==> src/rtl/instr_fetch_unit.sv <==
`default_nettype none
// ============================================================================
// instr_fetch_unit : imem req/ack fetch front end with prefetch FIFO to decode.
// Optional macro HALT_DETECT_EN stops fetching once opcode 4'hF is buffered. Rev 1.0
// ============================================================================
module instr_fetch_unit #(
   parameter int unsigned       ADDR_W   = 8,
   parameter int unsigned       INSTR_W  = 16,
   parameter logic [ADDR_W-1:0] RESET_PC = '0,
   parameter int unsigned       DEPTH    = 2
) (
   input  logic               clk,
   input  logic               rst_n,
   output logic               imem_req,
   output logic [ADDR_W-1:0]  imem_addr,
   input  logic               imem_ack,
   input  logic [INSTR_W-1:0] imem_rdata,
   input  logic               redirect_valid,
   input  logic [ADDR_W-1:0]  redirect_pc,
   output logic               dec_valid,
   input  logic               dec_ready,
   output logic [INSTR_W-1:0] dec_instr,
   output logic [3:0]         dec_opcode,
   output logic [3:0]         dec_reg_rt_id,
   output logic [ADDR_W-1:0]  dec_pc,
   output logic               halted
);
   localparam int unsigned     PTR_W    = $clog2(DEPTH);
   localparam int unsigned     CNT_W    = PTR_W + 1;
   localparam logic [CNT_W-1:0] FULL_CNT = CNT_W'(DEPTH);

   typedef enum logic [1:0] {
      S_IDLE = 2'd0,
      S_REQ  = 2'd1,
      S_DROP = 2'd2
   } state_t;

   state_t             state;
   logic [ADDR_W-1:0]  fetch_pc;
   logic [ADDR_W-1:0]  fetch_pc_n;
   logic [ADDR_W-1:0]  fifo_pc    [DEPTH];
   logic [INSTR_W-1:0] fifo_instr [DEPTH];
   logic [PTR_W-1:0]   wr_ptr;
   logic [PTR_W-1:0]   rd_ptr;
   logic [PTR_W-1:0]   wr_ptr_n;
   logic [PTR_W-1:0]   rd_ptr_n;
   logic [CNT_W-1:0]   count;
   logic [CNT_W-1:0]   count_n;
   logic               push;
   logic               pop;
   logic               head_is_new;
   logic               halt_push;

   // Redirect flushes by collapsing the write pointer onto the read pointer.
   always_comb begin
      push     = (state == S_REQ) && imem_ack && !redirect_valid;
      pop      = dec_valid && dec_ready && !redirect_valid;
      wr_ptr_n = wr_ptr;
      rd_ptr_n = rd_ptr;
      count_n  = count;
      if (redirect_valid) begin
         wr_ptr_n = rd_ptr;
         count_n  = '0;
      end else begin
         if (push) wr_ptr_n = wr_ptr + PTR_W'(1);
         if (pop)  rd_ptr_n = rd_ptr + PTR_W'(1);
         case ({push, pop})
            2'b10:   count_n = count + CNT_W'(1);
            2'b01:   count_n = count - CNT_W'(1);
            default: count_n = count;
         endcase
      end
      head_is_new = push && (rd_ptr_n == wr_ptr);
      fetch_pc_n  = fetch_pc;
      if (redirect_valid)
         fetch_pc_n = redirect_pc;
      else if (push)
         fetch_pc_n = fetch_pc + ADDR_W'(1);
   end

   always_ff @(posedge clk or negedge rst_n) begin
      if (!rst_n) begin
         state     <= S_IDLE;
         imem_req  <= 1'b0;
         imem_addr <= RESET_PC;
         fetch_pc  <= RESET_PC;
      end else begin
         fetch_pc <= fetch_pc_n;
         case (state)
            S_IDLE: begin
               if (redirect_valid || ((count < FULL_CNT) && !halted)) begin
                  state     <= S_REQ;
                  imem_req  <= 1'b1;
                  imem_addr <= fetch_pc_n;
               end
            end
            S_REQ: begin
               if (redirect_valid && !imem_ack) begin
                  state <= S_DROP;
               end else if (redirect_valid) begin
                  imem_addr <= fetch_pc_n;
               end else if (imem_ack) begin
                  if ((count_n < FULL_CNT) && !halt_push) begin
                     imem_addr <= fetch_pc_n;
                  end else begin
                     state    <= S_IDLE;
                     imem_req <= 1'b0;
                  end
               end
            end
            S_DROP: begin
               // Old request stays on the bus untouched until its ack retires it.
               if (imem_ack) begin
                  state     <= S_REQ;
                  imem_addr <= fetch_pc_n;
               end
            end
            default: begin
               state    <= S_IDLE;
               imem_req <= 1'b0;
            end
         endcase
      end
   end

   always_ff @(posedge clk) begin
      if (push) begin
         fifo_pc[wr_ptr]    <= fetch_pc;
         fifo_instr[wr_ptr] <= imem_rdata;
      end
   end

   // Decode outputs load the next head; they hold their value when the FIFO empties.
   always_ff @(posedge clk or negedge rst_n) begin
      if (!rst_n) begin
         wr_ptr    <= '0;
         rd_ptr    <= '0;
         count     <= '0;
         dec_valid <= 1'b0;
         dec_pc    <= '0;
         dec_instr <= '0;
      end else begin
         wr_ptr    <= wr_ptr_n;
         rd_ptr    <= rd_ptr_n;
         count     <= count_n;
         dec_valid <= (count_n != '0);
         if (count_n != '0) begin
            if (head_is_new) begin
               dec_pc    <= fetch_pc;
               dec_instr <= imem_rdata;
            end else begin
               dec_pc    <= fifo_pc[rd_ptr_n];
               dec_instr <= fifo_instr[rd_ptr_n];
            end
         end
      end
   end

   assign dec_opcode    = dec_instr[INSTR_W-1 -: 4];
   assign dec_reg_rt_id = dec_instr[INSTR_W-5 -: 4];

`ifdef HALT_DETECT_EN
   localparam logic [3:0] HALT_OPCODE = 4'hF;

   assign halt_push = push && (imem_rdata[INSTR_W-1 -: 4] == HALT_OPCODE);

   always_ff @(posedge clk or negedge rst_n) begin
      if (!rst_n)
         halted <= 1'b0;
      else if (redirect_valid)
         halted <= 1'b0;
      else if (halt_push)
         halted <= 1'b1;
   end
`else
   assign halt_push = 1'b0;
   assign halted    = 1'b0;
`endif

endmodule
`default_nettype wire

==> config.mk <==
export PLATFORM = sky130hd
export DESIGN_NAME = instr_fetch_unit
export DESIGN_NICKNAME = d
export VERILOG_FILES = /design/src/rtl/instr_fetch_unit.sv
export SDC_FILE = /design/constraint.sdc
export NUM_CORES = 1
export LEC_CHECK = 0
export ABC_AREA = 1
export CAP_MARGIN = 5
export CORE_ASPECT_RATIO = 1.5
export CORE_MARGIN = 2
export CORE_UTILIZATION = 30
export CTS_CLUSTER_DIAMETER = 40
export DETAILED_ROUTE_END_ITERATION = 7
export PLACE_DENSITY_LB_ADDON = 0.15
export SYNTH_ARGS = -nofsm -noshare
export SYNTH_HDL_FRONTEND = slang
export SYNTH_SLANG_ARGS = --single-unit
==> constraint.sdc <==
create_clock -name clk -period 2.5 [get_ports clk]
set_input_delay 0.5 -clock clk [delete_from_list [all_inputs] [get_ports clk]]
set_output_delay 0.5 -clock clk [all_outputs]
set_load 0.03 [all_outputs]
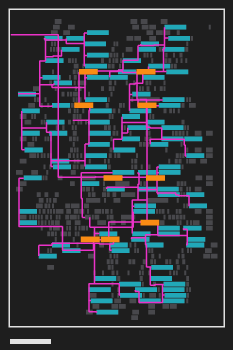
*Clock network drawn from the DEF, run 1*
The bar under the picture is 20 um long.
[magenta] clock wires | length: 1260 um
[cyan] flip-flops | count: 96
[orange] clock-net drivers | count: 9
routed clock nets: 10

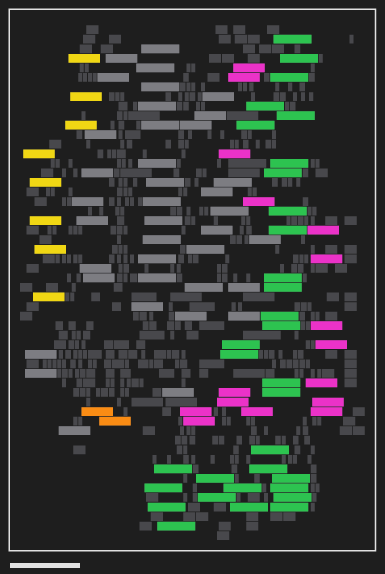
*Where the registers sit, run 1*
The bar under the picture is 20 um long. Other sequential cells in the stronger grey, the rest of the logic in the fainter grey.
[green] fifo_instr | sequential cells: 32
[magenta] dec_instr | sequential cells: 16
[yellow] imem_addr | sequential cells: 8
[orange] count | sequential cells: 2
not coloured: 38
combined flip-flop and latch cell area: 2640 sq um
core occupancy in the finished layout: 0.396
Seq power: 2.32 mW
sequential share of cell area: 0.457

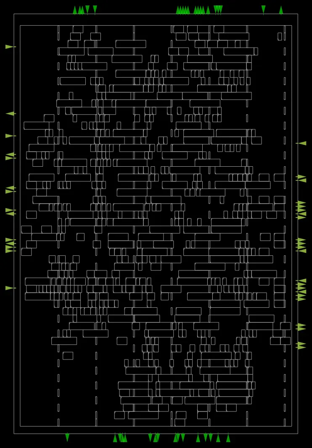
*Cell placement, run 1*
flip-flops: 96
Tap Cells: 196
core region area: 14600 sq um

[run 1: report_power, final]
group | leakage [nW] | total (mW) | switching (mW) | internal [mW]
combinational | 1.44 | 2.87 | 1.76 | 1.11
clock | 0.148 | 1.46 | 0.583 | 0.878
sequential | 1.03 | 2.32 | 0.264 | 2.06
total | 2.62 | 6.65 | 2.60 | 4.05
[run 1: stage by stage]
stage	total power, mW	area, sq um	worst slack (ns)	cells
after detailed placement	5.28	5460	-0.153	761
after global placement	5.24	5460	-0.0478	761
after global routing	7.10	5780	0.0100	777
final	6.65	5780	0.209	777
after CTS	6.76	5780	0.198	777
after floorplan	4.19	4490	0.148	500
[run 1: layout by cell type, fill, tap and decap left out, types with 2 or more instances in the layout]
cell type                         Yosys  routed
sky130_fd_sc_hd__nor3_1               2       2
sky130_fd_sc_hd__a21oi_1              2       2
sky130_fd_sc_hd__inv_1               67      67
sky130_fd_sc_hd__inv_2                2       2
sky130_fd_sc_hd__o21ai_0             21      21
sky130_fd_sc_hd__o21ai_1             11      11
sky130_fd_sc_hd__nand2_1            166     166
sky130_fd_sc_hd__nand4_1              5       5
sky130_fd_sc_hd__nand2_2              6       6
sky130_fd_sc_hd__clkbuf_16            0       9
sky130_fd_sc_hd__dfrtp_1             48      48
sky130_fd_sc_hd__buf_4               14      17
sky130_fd_sc_hd__ha_1                 2       2
sky130_fd_sc_hd__nor2_2               1       3
sky130_fd_sc_hd__buf_12               0       5
sky130_fd_sc_hd__bufinv_16            0       2
sky130_fd_sc_hd__nand3_2              5       5
sky130_fd_sc_hd__clkbuf_1             1       2
sky130_fd_sc_hd__nor2_1              16      14
sky130_fd_sc_hd__edfxtp_1            48      48
sky130_fd_sc_hd__clkdlybuf4s50_1      0      69
sky130_fd_sc_hd__nand3_1             65      65
[run 1: flip-flops by register name, indices dropped and copies added, names as in the netlist]
name        count
fifo_instr     32
fifo_pc        16
dec_instr      16
state           2
rd_ptr          1
count           2
imem_req        1
wr_ptr          1
fetch_pc        8
imem_addr       8
dec_pc          8
dec_valid       1
[run 1: final cells by class]
cell class,instances,share of cell area
flip-flops and latches,96,0.457
clock inverters,5,0.0139
repair buffers,92,0.160
clock buffers,11,0.0403
well taps,196,0.0425
multi-input cells,308,0.241
inverters,69,0.0448
[run 1: Yosys cell counts, drive strengths merged]
cell | n | area [sq um]
nand2 | 172 | 661
ha | 2 | 25.0
clkbuf | 1 | 3.75
dfrtp | 48 | 1200
and2 | 1 | 6.26
o211ai | 1 | 7.51
buf | 26 | 196
nand4 | 6 | 43.8
inv | 69 | 259
nor3 | 2 | 10.0
xnor2 | 1 | 8.76
nand3 | 70 | 375
nor2 | 18 | 77.6
a21oi | 2 | 10.0
o21ai | 32 | 160
edfxtp | 48 | 1440
conb | 1 | 3.75
[run 1: worst max-delay path, delay by kind of cell]
| kind | cells | cell delay (ns) |
|---|---|---|
| buf+inv | 4 | 0.97 |
| simple gates | 7 | 0.77 |
| fa+ha+maj | 1 | 0.31 |
[run 1: cell families after synthesis]
family | synth area share
XOR/XNOR | 0.00195
buffers and inverters | 0.102
flip-flops | 0.588
other | 0.000835
AND/OR/NAND/NOR | 0.261
adder cells (fa/ha/maj) | 0.00557
AND-OR/OR-AND | 0.0396
==> ds_physical_params.txt, run 1 <==
Implementation parameters

Parameter                              Value

Global routing
  Wire length of the first global-routing pass .................. 17400 um
  Met2 demand-to-capacity share in global routing .................. 0.255
  Antenna violations before repair .................. 0
  Pin count of the biggest net entering global routing .................. 36
  Met3 Usage GRT .................. 0.0242
  Gr busiest metal .................. met2

Worst setup path
  Max stage delay on crit path .................. 0.50 ns
  Setup Crit Path Kind .................. primary input to flip-flop
  Worst Reg-to-Reg Cells .................. 12
  Capture point of the worst reg-to-reg path .................. dec_pc[7]
  Slack of the worst reg-to-reg path .................. 0.38 ns
  Required time of the critical path .................. 2.77 ns
  Crit path to .................. dec_pc[7]
  Launching element type of the critical path .................. primary input
  Sort of element at the end of the critical path .................. flip-flop
  Crit-path slowest cell .................. sky130_fd_sc_hd__clkdlybuf4s50_1
  Cell breakdown of the critical path .................. clkdlybuf4s50_1 > nand3_2 > nor2_4 > inv_1 > ha_1 > inv_1 > nand4_1 > nand3_2 > nand2_2 > inv_2 > nand2_1 > nand2_1

Clock network
  Cts-stage hold buffer count .................. 0
  Maximum clock path buffer count .................. 2
  Total clock buffers created by CTS .................. 9
  Number of H-tree branching levels .................. 3
  Number of sinks handled by clock tree synthesis .................. 96
  Clock network latency to the later pin of the worst-skew pair .................. 0.34 ns
  Clock-pin slew on the worst setup and hold paths .................. 0.07 ns

Cells and area
  Filler cell count .................. 1516
  Post-layout nets .................. 607
  Layout overhead on the synthesized area .................. 28.6%

Power and ir drop
  Power per cell area .................. 1150 nW/um^2
  Worst vdd rail ir drop .................. 0.511 mV

Status
  Status .................. finished, final reports clean

Final timing
  Number of setup violations in the final report .................. 0
  Transition time at the pin with the least slew margin .................. 0.563 ns
  Smallest hold slack .................. 0.150 ns
  Highest achievable clock rate .................. 436 MHz
  Total Negative Setup Slacks .................. 0 ns

Synth
  Sequential cell area fraction in the yosys report .................. 0.588
  Number of nets at floorplan .................. 531
  Yosys stat chip area .................. 4490 sq um
  Synth Register Bits .................. 96

Routing
  Per-cell via count in the routed design .................. 4.44
  Post-route ant nets .................. 0
  Routed length per instance .................. 13.5 um
  Overall via count from detail_route .................. 3453
  Highest layer used for signal routing .................. met4
  Number of DRC markers in iteration 0 .................. 76

Place
  RePlAce Congestion .................. 0.811

Job
  Max Cap Viol .................. 0

Floorplan
  Die extent in y .................. 154 um

Min path
  Min-delay worst type .................. primary input to asynchronous set/reset pin
==> run 2, diff against run 1 <==
- SKIP_LAST_GASP: unset -> 1
==> run 2 against run 1 <==
Via count unchanged. Non-clock buffer count stayed put. Clock-buffer cell count unchanged. Clock power about the same. Total power unchanged. Critical endpoint unchanged. Largest power group unchanged.
==> ds_physical_params.txt, run 2 <==
Implementation parameters

Parameter                              Value

Cells and area
  Commonest non-fill, non-tap cells in the layout .................. 166 x sky130_fd_sc_hd__nand2_1, 69 x sky130_fd_sc_hd__clkdlybuf4s50_1, 67 x sky130_fd_sc_hd__inv_1
  Top logic cell by instance count in the layout .................. sky130_fd_sc_hd__nand2_1
  Regs by FF count .................. fifo_instr x32, dec_instr x16, fifo_pc x16

Synth
  Ranking of synthesized cells by instance count .................. 166 x sky130_fd_sc_hd__nand2_1, 67 x sky130_fd_sc_hd__inv_1, 65 x sky130_fd_sc_hd__nand3_1
  AND-OR/OR-AND Cells, Area Fraction .................. 0.0396
  Top cell area share .................. 0.321
  Most area-consuming cells after synthesis .................. sky130_fd_sc_hd__edfxtp_1 32%, sky130_fd_sc_hd__dfrtp_1 27%, sky130_fd_sc_hd__nand2_1 14%, sky130_fd_sc_hd__nand3_1 7.2%, sky130_fd_sc_hd__inv_1 5.6%
  Synth Register Bits .................. 96
  Top logic cell family in the synthesized netlist .................. simple AND/OR/NAND/NOR gates
  Adder Share, Synth .................. 0.00557

Power and ir drop
  Net Sw Frac .................. 0.392
  Register share of total power .................. 0.349
  Worst vdd rail ir drop .................. 0.511 mV
  Part of the total power dissipated in combinational logic .................. 0.431
  Final total power .................. 6.65 mW

Worst setup path
  Max stage delay on crit path .................. 0.50 ns
  Sort of element at the end of the critical path .................. flip-flop
  Crit path max-delay family .................. buffers and inverters

Routing
  Number of DRC markers in iteration 0 .................. 76
  Routed length per instance .................. 13.5 um

Final timing
  Transition time at the pin with the least slew margin .................. 0.563 ns
  Highest achievable clock rate .................. 436 MHz

Status
  Status .................. finished, final reports clean

Clock network
  Maximum clock path buffer count .................. 2

Job
  Max Cap Viol .................. 0
run 2: cell counts in the layout (fill, tap and decap cells not counted):
No cell type changed its count.
run 2: power groups by stage:
stage / Sequential [mW] / Combinational, mW / Clock (mW)
2_1_floorplan: 2.81 / 1.38 / 0
3_3_place_gp: 2.36 / 2.88 / 0
3_5_place_dp: 2.36 / 2.92 / 0
4_1_cts: 2.34 / 2.92 / 1.51
5_1_grt: 2.38 / 3.15 / 1.57
6_report: 2.32 / 2.87 / 1.46
run 2: path summary, 6_finish.rpt:
path | startpoint | end | slack, ns | cells after the start
min reg2reg | imem_req | imem_req | 0.48 | 2
max | imem_ack | dec_pc[7] | 0.21 | 12
min in group clk | imem_req | imem_req | 0.48 | 2
max reg2reg | state[1] | dec_pc[7] | 0.38 | 12
max in group asynchronous | rst_n | dec_instr[6] | 1.69 | 2
min | rst_n | fetch_pc[1] | 0.15 | 1
run 2: final cells by class:
cell class | count | area (sq um) | share of cell area
Tap cell | 196 | 245 | 0.0425
Timing Repair Buffer | 92 | 923 | 0.160
Inverter | 69 | 259 | 0.0448
Clock inverter | 5 | 80.1 | 0.0139
Sequential cell | 96 | 2640 | 0.457
Clock buffer | 11 | 233 | 0.0403
Multi-Input combinational cell | 308 | 1390 | 0.241
run 2: cells by family (layout without fill, tap and decap cells):
kind of cell / after synthesis / count (layout)
adder cells (fa/ha/maj): 2 / 2
other: 1 / 1
XOR/XNOR: 1 / 1
AND/OR/NAND/NOR: 269 / 269
buffers and inverters: 96 / 177
flip-flops: 96 / 96
AND-OR/OR-AND: 35 / 35
run 2: through the flow:
stage	hold slack [ns]	setup WS (ns)	instances	setup TNS, ns
5_1_grt	0.194	0.0100	777	0
3_5_place_dp	0.465	-0.153	761	-3.18
3_3_place_gp	0.466	-0.0478	761	-0.869
2_1_floorplan	0.204	0.148	500	0
4_1_cts	0.173	0.198	777	0
6_report	0.150	0.209	777	0
run 2: routing by layer:
layer | up-vias | global-route usage | wire, um
met5 | - | 0 | 0
met2 | 60 | 0.255 | 5660
li1 | 1743 | - | -
met1 | 1641 | 0.156 | 4370
met3 | 9 | 0.0242 | 304
met4 | 0 | 0.0521 | 149
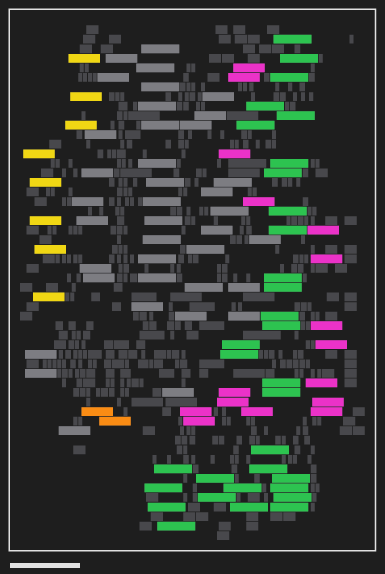
*Where the registers sit, run 2*
The bar under the picture is 20 um long. Other sequential cells in the stronger grey, the rest of the logic in the fainter grey.
[orange] count | sequential cells: 2
[magenta] dec_instr | sequential cells: 16
[yellow] imem_addr | sequential cells: 8
[green] fifo_instr | sequential cells: 32
not coloured: 38

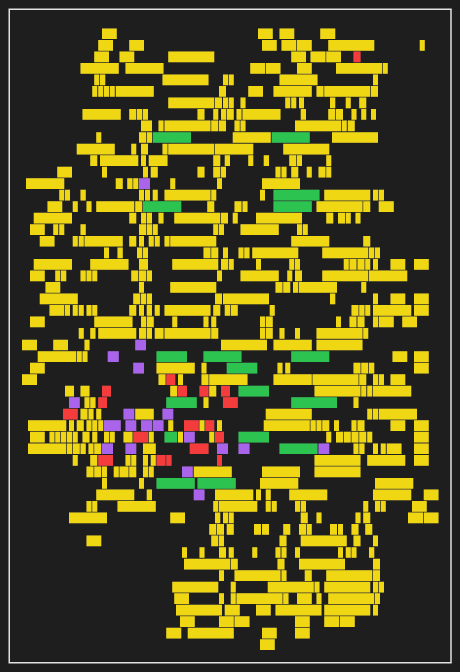
*Sizing map, run 2*
[yellow] x1 and smaller | cells: 527 | share: 91% | most used: nand2_1
[red] x2 | cells: 18 | share: 3.1% | most used: nand2_2
[purple] x3 and x4 | cells: 19 | share: 3.3% | most used: buf_4
[green] x6 and larger | cells: 17 | share: 2.9% | most used: clkbuf_16
Layout Cell Area excl Fill: 5780 sq um
slack of the critical path: 0.209 ns
layout buffer count excluding clock buffers: 92
layout overhead on the synthesized area: 28.6%

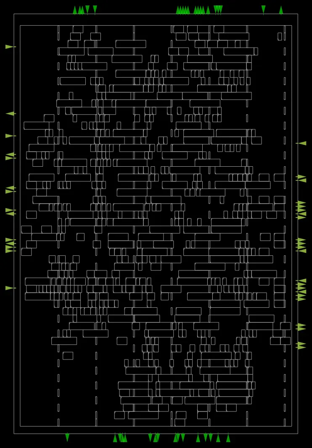
*Cell placement, run 2*
Final Non-Filler Cells: 777
cell row count: 54
filler cell count: 1516

==> run 3, diff against run 2 <==
- CAP_MARGIN: 5 -> 20
==> run 3 against run 2 <==
Core utilization is the same. Sequential power is essentially flat. Critical path depth is the same. Clock-buffer cell count is the same. Hold slack is the same. Design area is the same. Area after synthesis is the same.
==> ds_physical_params.txt, run 3 <==
Implementation parameters

Parameter                              Value

Final timing
  Highest achievable clock rate .................. 436 MHz
  Total Negative Setup Slacks .................. 0 ns
  Number of setup violations in the final report .................. 0

Power and ir drop
  Power per cell area .................. 1150 nW/um^2

Cells and area
  Regs by FF count .................. fifo_instr x32, dec_instr x16, fifo_pc x16
  Top logic cell by instance count in the layout .................. sky130_fd_sc_hd__nand2_1
  Post-layout nets .................. 607
  Register containing the most flip-flops in the final layout .................. fifo_instr
  Flip-flop count of the largest register, all copies and words added .................. 32

Status
  Status .................. finished, final reports clean

Synth
  Count of flip-flops with a built-in enable after synthesis .................. 48
  Top cell area share .................. 0.321
  Most area-consuming cells after synthesis .................. sky130_fd_sc_hd__edfxtp_1 32%, sky130_fd_sc_hd__dfrtp_1 27%, sky130_fd_sc_hd__nand2_1 14%, sky130_fd_sc_hd__nand3_1 7.2%, sky130_fd_sc_hd__inv_1 5.6%
  Most frequent cell after synthesis .................. sky130_fd_sc_hd__nand2_1
  Xor and xnor area share after synthesis .................. 0.00195
  AND-OR/OR-AND Cells, Area Fraction .................. 0.0396
  Adder Share, Synth .................. 0.00557
  Yosys stat chip area .................. 4490 sq um

Routing
  Routed length per instance .................. 13.5 um
  Overall via count from detail_route .................. 3453

Worst setup path
  Sort of element at the end of the critical path .................. flip-flop
  Required time of the critical path .................. 2.77 ns

Floorplan
  Die extent in y .................. 154 um
  Core region area .................. 14600 sq um
  Cell row count .................. 54

Clock network
  Number of sinks handled by clock tree synthesis .................. 96
  Maximum clock path buffer count .................. 2
  Total clock buffers created by CTS .................. 9
  Clock network latency to the later pin of the worst-skew pair .................. 0.34 ns

Global routing
  Antenna violations before repair .................. 0

Min path
  Min-delay worst type .................. primary input to asynchronous set/reset pin
-- run 3: final cells by class --
class                   instances  area, sq um
inverters                      69          259
well taps                     196          245
flip-flops and latches         96         2640
multi-input cells             308         1390
repair buffers                 92          923
clock buffers                  11          233
clock inverters                 5         80.1
fillers                      1516         8820
-- run 3: worst max path at each step --
stage,from,end,depth (start not counted)
floorplan,imem_ack,fifo_instr[0][0],4
global placement,imem_ack,dec_pc[0],12
detailed placement,imem_ack,dec_pc[7],12
CTS,imem_ack,dec_pc[7],12
global route,imem_ack,dec_pc[7],12
finish,imem_ack,dec_pc[7],12
-- run 3: report_power, final --
group / switching [mW] / internal (mW)
Sequential: 0.264 / 2.06
Combinational: 1.76 / 1.11
Clock: 0.583 / 0.878
-- run 3: critical path, stage by stage --
cell	delay (ns)
sky130_fd_sc_hd__clkdlybuf4s50_1	0.50
sky130_fd_sc_hd__nand3_2	0.12
sky130_fd_sc_hd__nor2_4	0.10
sky130_fd_sc_hd__inv_1	0.06
sky130_fd_sc_hd__ha_1	0.31
sky130_fd_sc_hd__inv_1	0.08
sky130_fd_sc_hd__nand4_1	0.14
sky130_fd_sc_hd__nand3_2	0.14
sky130_fd_sc_hd__nand2_2	0.08
sky130_fd_sc_hd__inv_2	0.33
sky130_fd_sc_hd__nand2_1	0.11
sky130_fd_sc_hd__nand2_1	0.08
-- run 3: metrics by stage --
stage	hold WS (ns)	util	total power, mW	worst slack, ns	cell area (sq um)
6_report	0.150	0.396	6.65	0.209	5780
5_1_grt	0.194	0.396	7.10	0.0100	5780
4_1_cts	0.173	0.396	6.76	0.198	5780
3_5_place_dp	0.465	0.374	5.28	-0.153	5460
3_3_place_gp	0.466	0.374	5.24	-0.0478	5460
2_1_floorplan	0.204	-	4.19	0.148	4490
-- run 3: cell families (layout without fill, tap and decap cells) --
logic type               Yosys count  count (layout)
AND/OR/NAND/NOR                  269             269
XOR/XNOR                           1               1
other                              1               1
flip-flops                        96              96
buffers and inverters             96             177
AND-OR/OR-AND                     35              35
adder cells (fa/ha/maj)            2               2
-- run 3: layer usage --
metal  track usage  vias to the layer above  part of all wire
li1              -                     1743                 -
met1         0.156                     1641              0.42
met2         0.255                       60              0.54
met3        0.0242                        9             0.029
met4        0.0521                        0             0.014
met5             0                        -                 0
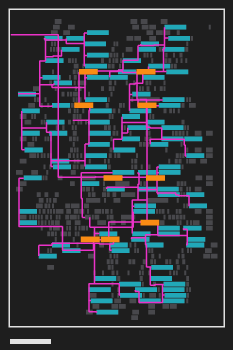
*Clock network drawn from the DEF, run 3*
The bar under the picture is 20 um long.
[orange] clock-net drivers | count: 9
[cyan] flip-flops | count: 96
[magenta] clock wires | length: 1260 um
routed clock nets: 10

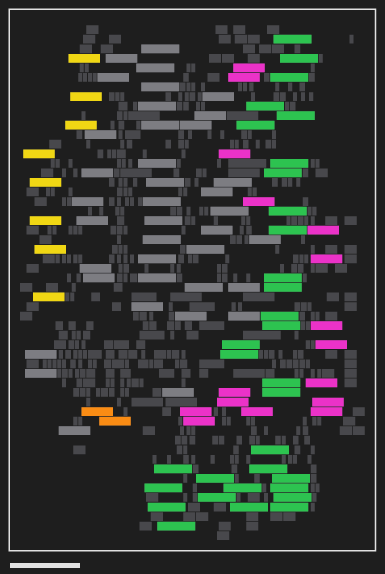
*Where the registers sit, run 3*
The bar under the picture is 20 um long. Other sequential cells in the stronger grey, the rest of the logic in the fainter grey.
[green] fifo_instr | sequential cells: 32
[yellow] imem_addr | sequential cells: 8
[magenta] dec_instr | sequential cells: 16
[orange] count | sequential cells: 2

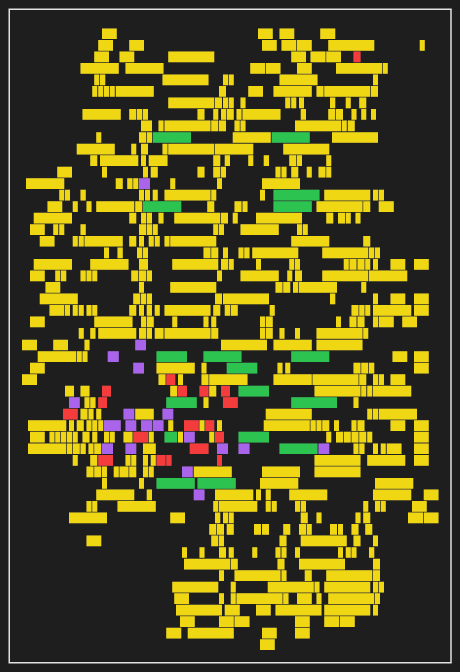
*Sizing map, run 3*
[yellow] x1 and smaller | cells: 527 | share: 91% | most used: nand2_1
[red] x2 | cells: 18 | share: 3.1% | most used: nand2_2
[purple] x3 and x4 | cells: 19 | share: 3.3% | most used: buf_4
[green] x6 and larger | cells: 17 | share: 2.9% | most used: clkbuf_16

Power figures rest on the tool's default switching activity, not on a simulated workload.
